File: config.mk
export PLATFORM = sky130hd
export DESIGN_NAME = pipelined_addsub
export DESIGN_NICKNAME = d
export VERILOG_FILES = /design/src/rtl/pipelined_addsub.sv
export SDC_FILE = /design/constraint.sdc
export NUM_CORES = 1
export LEC_CHECK = 0
export ABC_AREA = 1
export CAP_MARGIN = 20
export CORE_ASPECT_RATIO = 1.2
export CORE_MARGIN = 5
export CORE_UTILIZATION = 30
export DETAILED_ROUTE_END_ITERATION = 16
export MAX_ROUTING_LAYER = met4
export PLACE_DENSITY = 0.45
export SLEW_MARGIN = 10
export SYNTH_ARGS = -nofsm -noshare
export SYNTH_HDL_FRONTEND = slang
export SYNTH_SLANG_ARGS = --single-unit
File: constraint.sdc
create_clock -name clk -period 2.59 [get_ports clk]
set_clock_uncertainty 0.15 [all_clocks]
set_input_delay 0.3885 -clock clk [delete_from_list [all_inputs] [get_ports clk]]
set_output_delay 0.3885 -clock clk [all_outputs]
set_load 0.05 [all_outputs]
File: src/rtl/pipelined_addsub.sv
// pipelined_addsub: STAGES-deep two's-complement adder/subtractor.
// Each stage adds one CHUNK-bit slice using the carry registered by the
// previous stage; the upper operand slices ride along in skew registers and
// the finished lower result slices ride along until the last stage, where
// the full result and the CF/ZF/SF/OF flags are registered together.
// One global advance signal moves or holds the whole pipe (no bubble
// compression), so in_ready never depends on in_valid.
// Optional feature macro: PIPE_ADDSUB_SAT_EN adds in_sat, which clamps an
// overflowing result to the signed max/min value.
module pipelined_addsub #(
  parameter int WIDTH  = 64,
  parameter int STAGES = 4
) (
  input  logic             clk,
  input  logic             rst_n,
  input  logic             in_valid,
  output logic             in_ready,
  input  logic [WIDTH-1:0] in_a,
  input  logic [WIDTH-1:0] in_b,
  input  logic             in_sub,
`ifdef PIPE_ADDSUB_SAT_EN
  input  logic             in_sat,
`endif
  output logic             out_valid,
  input  logic             out_ready,
  output logic [WIDTH-1:0] out_sum,
  output logic             out_cf,
  output logic             out_zf,
  output logic             out_sf,
  output logic             out_of
);

  localparam int CHUNK = WIDTH / STAGES;

  logic             adv;
  logic             out_valid_reg;
  logic [WIDTH-1:0] out_sum_reg;
  logic             cf_reg;
  logic             zf_reg;
  logic             sf_reg;
  logic             of_reg;

  // The pipe moves when the output slot is empty or being drained.
  assign adv       = out_ready | ~out_valid_reg;
  assign in_ready  = adv;
  assign out_valid = out_valid_reg;
  assign out_sum   = out_sum_reg;
  assign out_cf    = cf_reg;
  assign out_zf    = zf_reg;
  assign out_sf    = sf_reg;
  assign out_of    = of_reg;

  genvar gi;
  generate
    for (gi = 0; gi < STAGES; gi++) begin : g_stage
      // Operand bits not yet summed when the beat enters this stage.
      localparam int REM_W = WIDTH - gi * CHUNK;

      logic [REM_W-1:0] a_in;
      logic [REM_W-1:0] b_in;
      logic             c_in;
      logic             v_in;
      logic [CHUNK:0]   slice;
`ifdef PIPE_ADDSUB_SAT_EN
      logic             sat_in;
`endif

      if (gi == 0) begin : g_src
        // B is inverted once at entry; the +1 of the subtract enters as carry.
        assign a_in = in_a;
        assign b_in = in_b ^ {WIDTH{in_sub}};
        assign c_in = in_sub;
        assign v_in = in_valid & adv;
`ifdef PIPE_ADDSUB_SAT_EN
        assign sat_in = in_sat;
`endif
      end else begin : g_src
        assign a_in = g_stage[gi-1].g_mid.a_hi_reg;
        assign b_in = g_stage[gi-1].g_mid.b_hi_reg;
        assign c_in = g_stage[gi-1].g_mid.c_reg;
        assign v_in = g_stage[gi-1].g_mid.v_reg;
`ifdef PIPE_ADDSUB_SAT_EN
        assign sat_in = g_stage[gi-1].g_mid.sat_reg;
`endif
      end

      // This stage's slice; bit CHUNK is the carry into the next slice.
      assign slice = {1'b0, a_in[CHUNK-1:0]} + {1'b0, b_in[CHUNK-1:0]}
                   + {{CHUNK{1'b0}}, c_in};

      if (gi < STAGES - 1) begin : g_mid
        localparam int HI_W = REM_W - CHUNK;
        localparam int LO_W = (gi + 1) * CHUNK;

        logic [HI_W-1:0] a_hi_reg;
        logic [HI_W-1:0] b_hi_reg;
        logic [LO_W-1:0] s_lo_reg;
        logic [LO_W-1:0] s_lo_next;
        logic            c_reg;
        logic            v_reg;
`ifdef PIPE_ADDSUB_SAT_EN
        logic            sat_reg;
`endif

        if (gi == 0) begin : g_lo
          assign s_lo_next = slice[CHUNK-1:0];
        end else begin : g_lo
          assign s_lo_next = {slice[CHUNK-1:0], g_stage[gi-1].g_mid.s_lo_reg};
        end

        // Skew register: forward remaining operands, carry and finished slices.
        always_ff @(posedge clk) begin
          if (!rst_n) begin
            a_hi_reg <= '0;
            b_hi_reg <= '0;
            s_lo_reg <= '0;
            c_reg    <= 1'b0;
            v_reg    <= 1'b0;
`ifdef PIPE_ADDSUB_SAT_EN
            sat_reg  <= 1'b0;
`endif
          end else if (adv) begin
            a_hi_reg <= a_in[REM_W-1:CHUNK];
            b_hi_reg <= b_in[REM_W-1:CHUNK];
            s_lo_reg <= s_lo_next;
            c_reg    <= slice[CHUNK];
            v_reg    <= v_in;
`ifdef PIPE_ADDSUB_SAT_EN
            sat_reg  <= sat_in;
`endif
          end
        end
      end else begin : g_last
        logic [WIDTH-1:0] raw_sum;
        logic [WIDTH-1:0] fin_sum;
        logic             ovf;

        if (gi == 0) begin : g_sum
          assign raw_sum = slice[CHUNK-1:0];
        end else begin : g_sum
          assign raw_sum = {slice[CHUNK-1:0], g_stage[gi-1].g_mid.s_lo_reg};
        end

        // Signed overflow: operands (with B already inverted) agree in sign
        // but the result does not.
        assign ovf = (a_in[CHUNK-1] == b_in[CHUNK-1]) &
                     (raw_sum[WIDTH-1] != a_in[CHUNK-1]);

`ifdef PIPE_ADDSUB_SAT_EN
        // Clamp toward the sign of the operands when saturation is requested.
        always_comb begin
          fin_sum = raw_sum;
          if (sat_in & ovf) begin
            fin_sum = a_in[CHUNK-1] ? {1'b1, {(WIDTH-1){1'b0}}}
                                    : {1'b0, {(WIDTH-1){1'b1}}};
          end
        end
`else
        assign fin_sum = raw_sum;
`endif

        // Output register: result and flags move together, held under stall.
        always_ff @(posedge clk) begin
          if (!rst_n) begin
            out_valid_reg <= 1'b0;
            out_sum_reg   <= '0;
            cf_reg        <= 1'b0;
            zf_reg        <= 1'b0;
            sf_reg        <= 1'b0;
            of_reg        <= 1'b0;
          end else if (adv) begin
            out_valid_reg <= v_in;
            if (v_in) begin
              out_sum_reg <= fin_sum;
              cf_reg      <= slice[CHUNK];
              zf_reg      <= (fin_sum == '0);
              sf_reg      <= fin_sum[WIDTH-1];
              of_reg      <= ovf;
            end
          end
        end
      end
    end
  endgenerate

endmodule

### M1 wires

Scale bar: 50 um. Supply wires on this layer in grey.
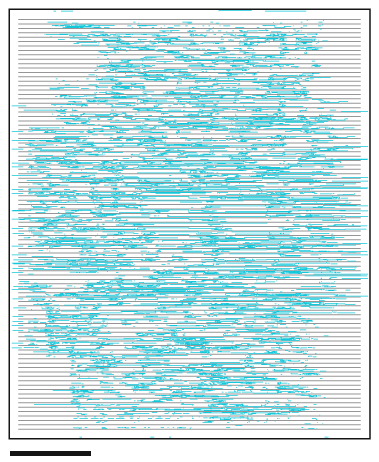
share of all routed wire: 53%
main direction: horizontal
wire length on this layer: 24.4 mm
longest straight run: 91.5 um
total number of vias: 14100
global-route track usage on met1: 0.232
Total Routed Length: 46200 um

### Signal wires on met2

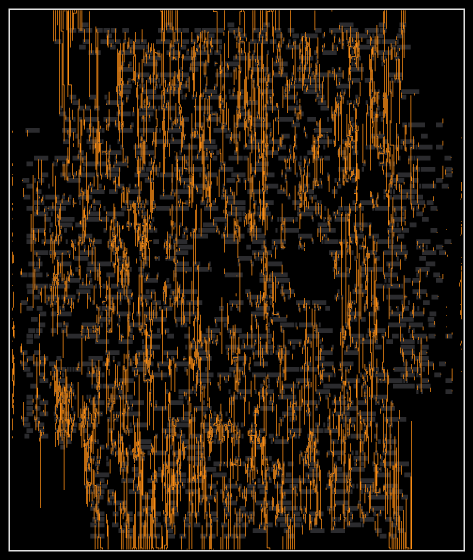
longest straight run: 91.1 um
wire length on this layer: 19400 um
share of all routed wire: 42%

### Met3 routing

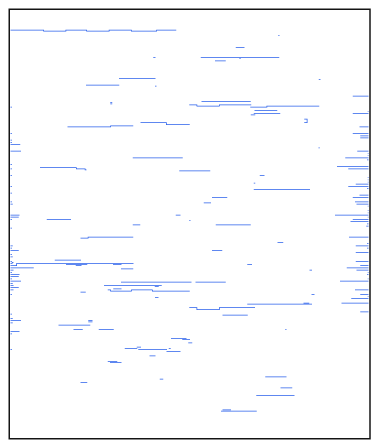
share of all routed wire: 3.6%
nets with wire on the layer: 133
longest straight run: 72.0 um
main direction: horizontal
met3 Use GR: 0.0276

### The metal 4 layer

Supply wires on this layer in grey.
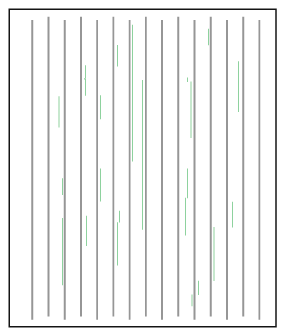
share of all routed wire: 1.6%
longest straight run: 125 um
wire length on this layer: 744 um
main direction: vertical

==> results.sh <==
# flow metrics
export IMPL_outcome="completed"
export IMPL_multi_input_comb_area_um2=7920
export IMPL_max_slew_worst_pin_slew_ns=0.561
export IMPL_critical_path_max_stage_delay_ns=0.44
export IMPL_critPathRequiredTime_ns=2.94
export IMPL_core_region_area_um2=53500
export IMPL_ff2ff_setup_slack_ns=0.10
export IMPL_max_cap_violations=0
export IMPL_layout_cells_most_common="sky130_fd_sc_hd__nor2_1"
export IMPL_finalInstanceArea_um2=20400
export IMPL_wl_met3_um=1640
export IMPL_cts_resized_gates=1
export IMPL_log_warning_count=29
export IMPL_synth_yosys_chip_area_um2=16200
export IMPL_worstPathBufferInverterCount=4
export IMPL_syn_mean_instance_area_um2=7.53
export IMPL_synthTopLogicFamily="simple AND/OR/NAND/NOR gates"
export IMPL_synth_top_cell_by_area="sky130_fd_sc_hd__dfxtp_1"
export IMPL_end_of_flow_core_utilization=0.381
export IMPL_sw_pwr_mw=3.86
export IMPL_die_y_um=264
export IMPL_seq_power_share=0.442
export IMPL_post_place_ws_ns=-0.0589
export IMPL_post_dp_hpwl_um=33300
export IMPL_power_frac_clock=0.396
export IMPL_met2WireLength_um=19400
export IMPL_finalHoldViolations=0
export IMPL_mapped_cells=2147
export IMPL_grt_overflow_total=0
export IMPL_critical_path_depth_in_cells=15
export IMPL_clock_sinks=362
export IMPL_xor_area_frac=0.0520
export IMPL_placement_rows=93
export IMPL_initial_antenna_violation_count=1
export IMPL_first_pass_iters=5
export IMPL_p_leak_nw=8.68
export IMPL_cellInternalPower_mw=10.3
export IMPL_crit_path_start_kind="flop"
export IMPL_worst_setup_path_end_kind="flop"
export IMPL_chip_area_um2=58700
export IMPL_finalWorstSetupSlack_ns=0.101
export IMPL_worstSetupStartpoint="g_stage[1].g_mid.a_hi_reg[0]"
export IMPL_drtIter0Drc=799
export IMPL_detailed_place_area_um2=19100
export IMPL_rsz0062_at_grt="true"
export IMPL_timing_final_crit_period_ns=2.49
export IMPL_clk_transition_reported_paths_ns=0.06
export IMPL_setup_viol=0
==> synthesized netlist by cell type, drive strengths merged <==
master  number
fa           7
nand4        2
ha          60
nand3b       4
clkbuf     105
nor2       527
a21o         3
buf         22
nor3         7
or2          4
a21boi       4
o21bai      29
a221oi       1
o21ai      357
a211oi       6
xnor2       67
nand3       58
inv        137
o221ai       6
dfxtp      362
a21oi      142
a31oi        1
nand2      187
o211ai      20
xor2        29
==> final cells by class <==
cell class / instances / share of cell area
clock buffers: 57 / 0.0576
well taps: 712 / 0.0437
multi-input cells: 1521 / 0.388
inverters: 137 / 0.0254
repair buffers: 252 / 0.125
flip-flops and latches: 362 / 0.355
diodes: 1 / 0.000123
clock inverters: 10 / 0.00503
==> power groups by stage <==
| stage | Sequential (mW) | Combinational (mW) | Clock, mW |
|---|---|---|---|
| 3_3_place_gp | 6.38 | 2.31 | 0 |
| 2_1_floorplan | 6.47 | 1.29 | 0 |
| 5_1_grt | 6.31 | 2.58 | 6.04 |
| 3_5_place_dp | 6.38 | 2.31 | 0 |
| 6_report | 6.26 | 2.29 | 5.61 |
| 4_1_cts | 6.27 | 2.33 | 5.80 |
==> how the worst min path moves through the flow <==
stage,start,end,slack [ns],cells after the start
after floorplan,g_stage[2].g_mid.s_lo_reg[43],out_sum[43],0.29,2
after global placement,g_stage[0].g_mid.a_hi_reg[45],g_stage[1].g_mid.a_hi_reg[29],0.31,2
after detailed placement,g_stage[1].g_mid.s_lo_reg[22],g_stage[2].g_mid.s_lo_reg[22],0.31,2
after CTS,in_a[19],g_stage[0].g_mid.a_hi_reg[3],0.24,3
after global routing,in_a[58],g_stage[0].g_mid.a_hi_reg[42],0.27,3
final,rst_n,g_stage[2].g_mid.a_hi_reg[0],0.27,3
Power figures rest on the tool's default switching activity, not on a simulated workload.
